$ cat config.mk
export PLATFORM = sky130hd
export DESIGN_NAME = mnacidpro_ctrl_seq
export DESIGN_NICKNAME = d
export VERILOG_FILES = /design/src/rtl/mnacidpro_ctrl_seq.sv
export SDC_FILE = /design/constraint.sdc
export NUM_CORES = 1
export LEC_CHECK = 0
export ABC_AREA = 0
export CORE_ASPECT_RATIO = 0.5
export CORE_MARGIN = 2
export CORE_UTILIZATION = 62
export CTS_BUF_LIST = sky130_fd_sc_hd__clkbuf_2 sky130_fd_sc_hd__clkbuf_4 sky130_fd_sc_hd__clkbuf_8
export DETAILED_ROUTE_END_ITERATION = 7
export GPL_TIMING_DRIVEN = 0
export PLACE_DENSITY = 0.95
export SYNTH_ARGS = -nofsm -noshare
export SYNTH_HDL_FRONTEND = slang
export SYNTH_SLANG_ARGS = --single-unit
export TNS_END_PERCENT = 5
$ cat constraint.sdc
create_clock -name clk -period 13.1 [get_ports clk]
set_input_delay 1.965 -clock clk [delete_from_list [all_inputs] [get_ports clk]]
set_output_delay 1.965 -clock clk [all_outputs]
set_load 0.02 [all_outputs]
$ cat src/rtl/mnacidpro_ctrl_seq.sv
// Run sequencer for the mnacidpro nucleic-acid prep cartridge: steps through
// load/lyse/bind/wash/elute/collect and drives the valve and peristaltic pump pads.
module mnacidpro_ctrl_seq #(
  parameter int DUR_W    = 16,
  parameter int PUMP_DIV = 4
) (
  input  logic             clk,
  input  logic             rst_n,
  input  logic             start,
  input  logic             abort,
  input  logic [DUR_W-1:0] dur_load,
  input  logic [DUR_W-1:0] dur_lyse,
  input  logic [DUR_W-1:0] dur_bind,
  input  logic [DUR_W-1:0] dur_wash,
  input  logic [DUR_W-1:0] dur_elute,
  input  logic [DUR_W-1:0] dur_collect,
  input  logic [2:0]       wash_reps,
  output logic [10:0]      valve,
  output logic [2:0]       pump,
  output logic             busy,
  output logic             done,
  output logic             aborted,
  output logic [2:0]       step
);

  typedef enum logic [2:0] {
    IDLE    = 3'd0,
    LOAD    = 3'd1,
    LYSE    = 3'd2,
    BIND    = 3'd3,
    WASH    = 3'd4,
    ELUTE   = 3'd5,
    COLLECT = 3'd6,
    DONE    = 3'd7
  } state_t;

  localparam int V_LYSIS     = 0;
  localparam int V_WASH      = 1;
  localparam int V_ELUTE     = 2;
  localparam int V_DEAD_END  = 3;
  localparam int V_VERTICAL  = 4;
  localparam int V_HORIZ     = 5;
  localparam int V_WASTE     = 6;
  localparam int V_BEAD      = 7;
  localparam int V_LOOP_EXIT = 8;
  localparam int V_BEAD_TRAP = 9;
  localparam int V_COLLECT   = 10;

  function automatic logic [10:0] valve_of(input state_t s);
    logic [10:0] v;
    v = '0;
    case (s)
      LOAD:    begin v[V_BEAD] = 1'b1;      v[V_VERTICAL] = 1'b1;  v[V_WASTE] = 1'b1;    end
      LYSE:    begin v[V_LYSIS] = 1'b1;     v[V_HORIZ] = 1'b1;     v[V_DEAD_END] = 1'b1; end
      BIND:    begin v[V_LOOP_EXIT] = 1'b1; v[V_BEAD_TRAP] = 1'b1; v[V_WASTE] = 1'b1;    end
      WASH:    begin v[V_WASH] = 1'b1;      v[V_BEAD_TRAP] = 1'b1; v[V_WASTE] = 1'b1;    end
      ELUTE:   begin v[V_ELUTE] = 1'b1;     v[V_BEAD_TRAP] = 1'b1; v[V_HORIZ] = 1'b1;    end
      COLLECT: begin v[V_ELUTE] = 1'b1;     v[V_BEAD_TRAP] = 1'b1; v[V_COLLECT] = 1'b1;  end
      default: v = '0;
    endcase
    return v;
  endfunction

  function automatic logic pump_en(input state_t s);
    return (s == LOAD) || (s == LYSE) || (s == WASH) || (s == ELUTE);
  endfunction

  // Six-phase peristaltic drive pattern, phase 0 first.
  function automatic logic [2:0] pump_pat(input logic [2:0] p);
    case (p)
      3'd0:    return 3'b110;
      3'd1:    return 3'b100;
      3'd2:    return 3'b101;
      3'd3:    return 3'b001;
      3'd4:    return 3'b011;
      default: return 3'b010;
    endcase
  endfunction

  state_t           state_reg, state_next;
  logic [DUR_W-1:0] dur_in      [6];
  logic [DUR_W-1:0] dur_lat_reg [6];
  logic [DUR_W-1:0] dur_src     [6];
  logic [DUR_W-1:0] next_len;
  logic [2:0]       reps_lat_reg, reps_src, reps_eff;
  logic [DUR_W-1:0] cnt_reg;
  logic [2:0]       rep_reg;
  logic [2:0]       phase_reg, phase_adv;
  logic [7:0]       div_reg;
  logic             step_last, advance;

  assign dur_in[0] = dur_load;
  assign dur_in[1] = dur_lyse;
  assign dur_in[2] = dur_bind;
  assign dur_in[3] = dur_wash;
  assign dur_in[4] = dur_elute;
  assign dur_in[5] = dur_collect;

  // In IDLE the live inputs are used so the start edge can already pick the first step.
  generate
    for (genvar gi = 0; gi < 6; gi++) begin : g_src
      assign dur_src[gi] = (state_reg == IDLE) ? dur_in[gi] : dur_lat_reg[gi];
    end
  endgenerate

  assign reps_src  = (state_reg == IDLE) ? wash_reps : reps_lat_reg;
  assign reps_eff  = (reps_src == 3'd0) ? 3'd1 : reps_src;
  assign step_last = (cnt_reg == '0) && ((state_reg != WASH) || (rep_reg == 3'd0));
  assign phase_adv = (phase_reg == 3'd5) ? 3'd0 : phase_reg + 3'd1;
  assign step      = state_reg;

  always_comb begin
    advance    = 1'b0;
    state_next = state_reg;
    case (state_reg)
      IDLE:    advance = start && !abort;
      DONE:    state_next = IDLE;
      default: begin
        if (abort) state_next = IDLE;
        else       advance = step_last;
      end
    endcase
    // Lowest-numbered later step with a nonzero length wins; none left means DONE.
    if (advance) begin
      state_next = DONE;
      for (int k = 6; k >= 1; k--) begin
        if ((k > int'(state_reg)) && (dur_src[k-1] != '0)) state_next = state_t'(3'(k));
      end
    end
    next_len = '0;
    for (int k = 1; k <= 6; k++) begin
      if (state_next == state_t'(3'(k))) next_len = dur_src[k-1];
    end
  end

  always_ff @(posedge clk or negedge rst_n) begin
    if (!rst_n) begin
      state_reg    <= IDLE;
      valve        <= '0;
      pump         <= 3'b000;
      busy         <= 1'b0;
      done         <= 1'b0;
      aborted      <= 1'b0;
      cnt_reg      <= '0;
      rep_reg      <= 3'd0;
      phase_reg    <= 3'd0;
      div_reg      <= 8'd0;
      reps_lat_reg <= 3'd0;
      for (int i = 0; i < 6; i++) dur_lat_reg[i] <= '0;
    end else begin
      state_reg <= state_next;
      valve     <= valve_of(state_next);
      busy      <= (state_next != IDLE);
      done      <= (state_next == DONE);
      aborted   <= abort && (state_reg != IDLE);

      if ((state_reg == IDLE) && advance) begin
        for (int i = 0; i < 6; i++) dur_lat_reg[i] <= dur_in[i];
        reps_lat_reg <= wash_reps;
      end

      // cnt_reg holds remaining cycles minus one; WASH reloads it once per pass.
      if (state_next != state_reg) begin
        cnt_reg <= (next_len == '0) ? '0 : next_len - 1'b1;
        rep_reg <= (state_next == WASH) ? reps_eff - 3'd1 : 3'd0;
      end else if (cnt_reg != '0) begin
        cnt_reg <= cnt_reg - 1'b1;
      end else if (rep_reg != 3'd0) begin
        cnt_reg <= dur_src[3] - 1'b1;
        rep_reg <= rep_reg - 3'd1;
      end

      if (!pump_en(state_next)) begin
        phase_reg <= 3'd0;
        div_reg   <= 8'd0;
        pump      <= 3'b000;
      end else if (!pump_en(state_reg)) begin
        phase_reg <= 3'd0;
        div_reg   <= 8'd0;
        pump      <= pump_pat(3'd0);
      end else if (div_reg == 8'(PUMP_DIV - 1)) begin
        phase_reg <= phase_adv;
        div_reg   <= 8'd0;
        pump      <= pump_pat(phase_adv);
      end else begin
        div_reg   <= div_reg + 8'd1;
        pump      <= pump_pat(phase_reg);
      end
    end
  end

endmodule

**Logic cells by family**

Scale: 3 px per um.
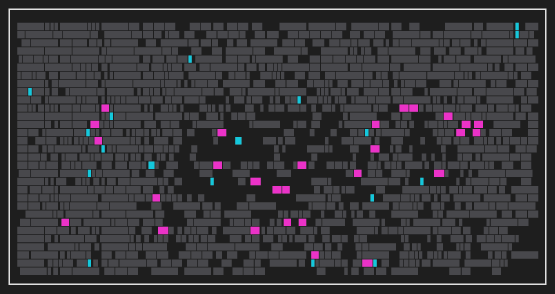
legend:
  cyan:
    family: inv cells
    cells: 18
    most_used: inv_1
    where: spread over the die
  magenta:
    family: non-inverting ao/oa cells
    cells: 28
    most_used: o21a_1

**Cells by drive strength**

Scale: 3 px per um.
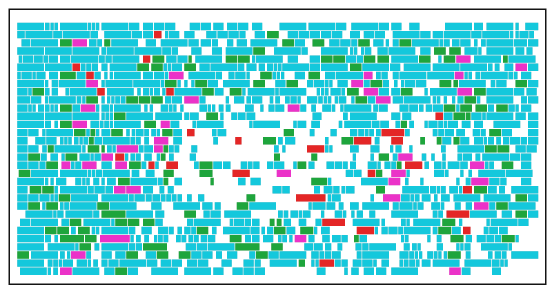
legend:
  red:
    size: x3 and x4
    cells: 26
    share: 2.3%
  magenta:
    size: x6 and larger
    cells: 38
    share: 3.4%
  cyan:
    size: x1 and smaller
    cells: 914
    share: 81%
  green:
    size: x2
    cells: 145
    share: 13%
setup ws final: 6.21 ns
Non-clk bufs: 179
design area: 0.0113 mm2
area grow syn2layout: 20.1%

**Routing congestion map**

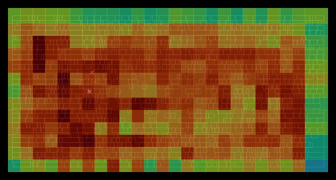
post-layout util: 77.2%
GR Util met3: 22.8%
grt met1 use: 63.5%

==> results.yml <==
# synthesis and place-and-route metrics
detailed_routing:
  vias: 9659
  viasPerCell: 7.31
  first_iter_violations: 1665
  wire_per_inst_um: 28.8
  route.detailed.drc: 27
grt:
  grtUsageTotal_pct: 47.3
  grt.overflow.total: 0
  grt_max_degree: 79
  antenna_found_initial: 1
logic_synthesis:
  synth_chip_area_mm2: 0.00942
  synth_async_sr_flop_share_pct: 100
  ys_ff: 147
  yosysSeqAreaShare_pct: 39.0
  edf_count: 0
  flop_cell: "dfrtp_1"
  avgSynthCellArea_um2: 9.74
  ys_warn_count: 0
  area_leaders: "dfrtp_1 39%, mux2_2 11%, mux2i_1 4.9%"
  syn_inst: 968
  fp_nets: 1077
  top_area_share_pct: 39.0
cells_and_area:
  largest_reg_flops: 96
  nFillCells: 910
  n_antenna_cell: 0
critical_path:
  cp_max_fo: 10
  critical_path_class: "input pin to flop"
  critPathCaptureType: "flop"
  cp-startpoint: "dur_load[12]"
  r2r-start: "step[0]"
  worstPathArrival_ns: 7.24
  start_kind: "input pin"
timing:
  fin_setup_tns_ns: 0
  fin_skew_ns: 0.0160
  finalCriticalPeriod_ns: 6.89
  slew-limit-headroom_pct: 25.6
  worst_pin_slew_ns: 1.12
  drv_slew: 0
  setup_violations: 0
  max_freq_ghz: 0.145
  layout_worst_path_cycle_share_pct: 52.6
  rsz0062_at_grt: "no"
  hold_violations: 0
floorplanning:
  initial_core_util_pct: 64.3
  die_y_um: 91.2
  die_area_mm2: 0.0163
  die_w_um: 178
clock_tree:
  htreeDepth: 4
  cts_hold_buf: 0
  clk_latency_ns: 0.50
  cts-resized-gates: 0
  postCtsSetupBuffers: 0
  clk_path_buf_depth: 2
  cts_buffers: 17
placed_design:
  portBuffers: 122
  dp_slack_ns: 6.06
  place.gp.congestion: 1.11
  dp_hpwl_um: 27900
power:
  max-vdd-ir-drop_mv: 0.131
outcome:
  violations: "design-rule violations"
  status: "finished, violations left"
worst_hold_path:
  hp-class: "flop to flop"
path summary, 6_finish.rpt:
kind	endpoint	slack, ns	cells past startpoint
max	cnt_reg[10]	6.21	17
min	dur_lat_reg[95]	0.52	1
max reg2reg	cnt_reg[10]	6.66	19
min reg2reg	dur_lat_reg[95]	0.52	1
max in group asynchronous	dur_lat_reg[34]	10.74	2
min in group asynchronous	dur_lat_reg[91]	1.48	1
stage by stage:
stage | util [%] | std cells | hold WS [ns] | cell area, um2 | total power, mW
floorplan | - | 968 | 0.448 | 9420 | 1.25
global placement | 74.3 | 1288 | 0.468 | 10900 | 1.53
detailed placement | 74.5 | 1289 | 0.496 | 10900 | 1.57
CTS | 77.1 | 1321 | 0.519 | 11300 | 1.93
global route | 77.2 | 1321 | 0.541 | 11300 | 2.05
finish | 77.2 | 1321 | 0.519 | 11300 | 1.99
metal layers:
metal  track usage [%]  vias to the layer above  routed length [um]
met2              65.5                      934               15300
met1              63.5                     4612               14500
met4              18.6                        0                1790
li1                  -                     3915                   -
met3              22.8                      198                6390
met5                 0                        -                   0
cell families (layout without fill, tap and decap cells):
family                   Yosys count  count (layout)  share of synthesized area [%]
multiplexers                     146             146                           17.3
flip-flops                       147             147                           39.0
XOR/XNOR                          33              33                           3.07
AND-OR/OR-AND                    206             206                           15.2
adder cells (fa/ha/maj)            6               6                          0.797
AND/OR/NAND/NOR                  356             356                           20.5
buffers and inverters             74             229                           4.05
cell type report:
cell class / instances / area, um2 / share of cell area, %
multi-input cells: 747 / 5380 / 47.5
well taps: 198 / 248 / 2.19
flip-flops and latches: 147 / 3680 / 32.5
plain buffers: 56 / 309 / 2.73
inverters: 18 / 72.6 / 0.641
clock buffers: 18 / 248 / 2.19
clock inverters: 14 / 139 / 1.23
repair buffers: 123 / 1250 / 11.0
critical path, cell delays in order:
cell and delay (ns):
clkdlybuf4s50_1 0.50, nor4_1 0.41, nand4_1 0.36, a21oi_1 0.63
a21oi_1 0.39, a31o_1 0.34, buf_2 0.20, clkbuf_1 0.34
a21o_1 0.30, a21oi_2 0.25, ha_1 0.25, o221ai_2 0.19
or3_1 0.42, buf_2 0.17, o21ai_4 0.23, buf_6 0.18
o22ai_1 0.09
power breakdown:
part | leakage [nW] | internal [mW] | switching (mW)
sequential | 1.80 | 0.590 | 0.126
clock | 0.192 | 0.145 | 0.220
combinational | 2.62 | 0.368 | 0.539
cell usage in the layout, fill, tap and decap left out, drive strengths merged, types with 8 or more instances in the layout:
cell             n
o21ai           34
a31oi           15
nand3           37
nand4           14
mux2i           46
clkdlybuf4s50  121
mux2            96
nor3            13
o31ai            8
nand2          107
buf             37
a211oi          10
nor4            58
inv             25
o22ai           16
dfrtp          147
clkbuf          39
o21a             8
xor2            12
a32oi            8
and2             8
xnor2           21
nor2            72
a21oi           50
Power and IR drop assume default switching activity.
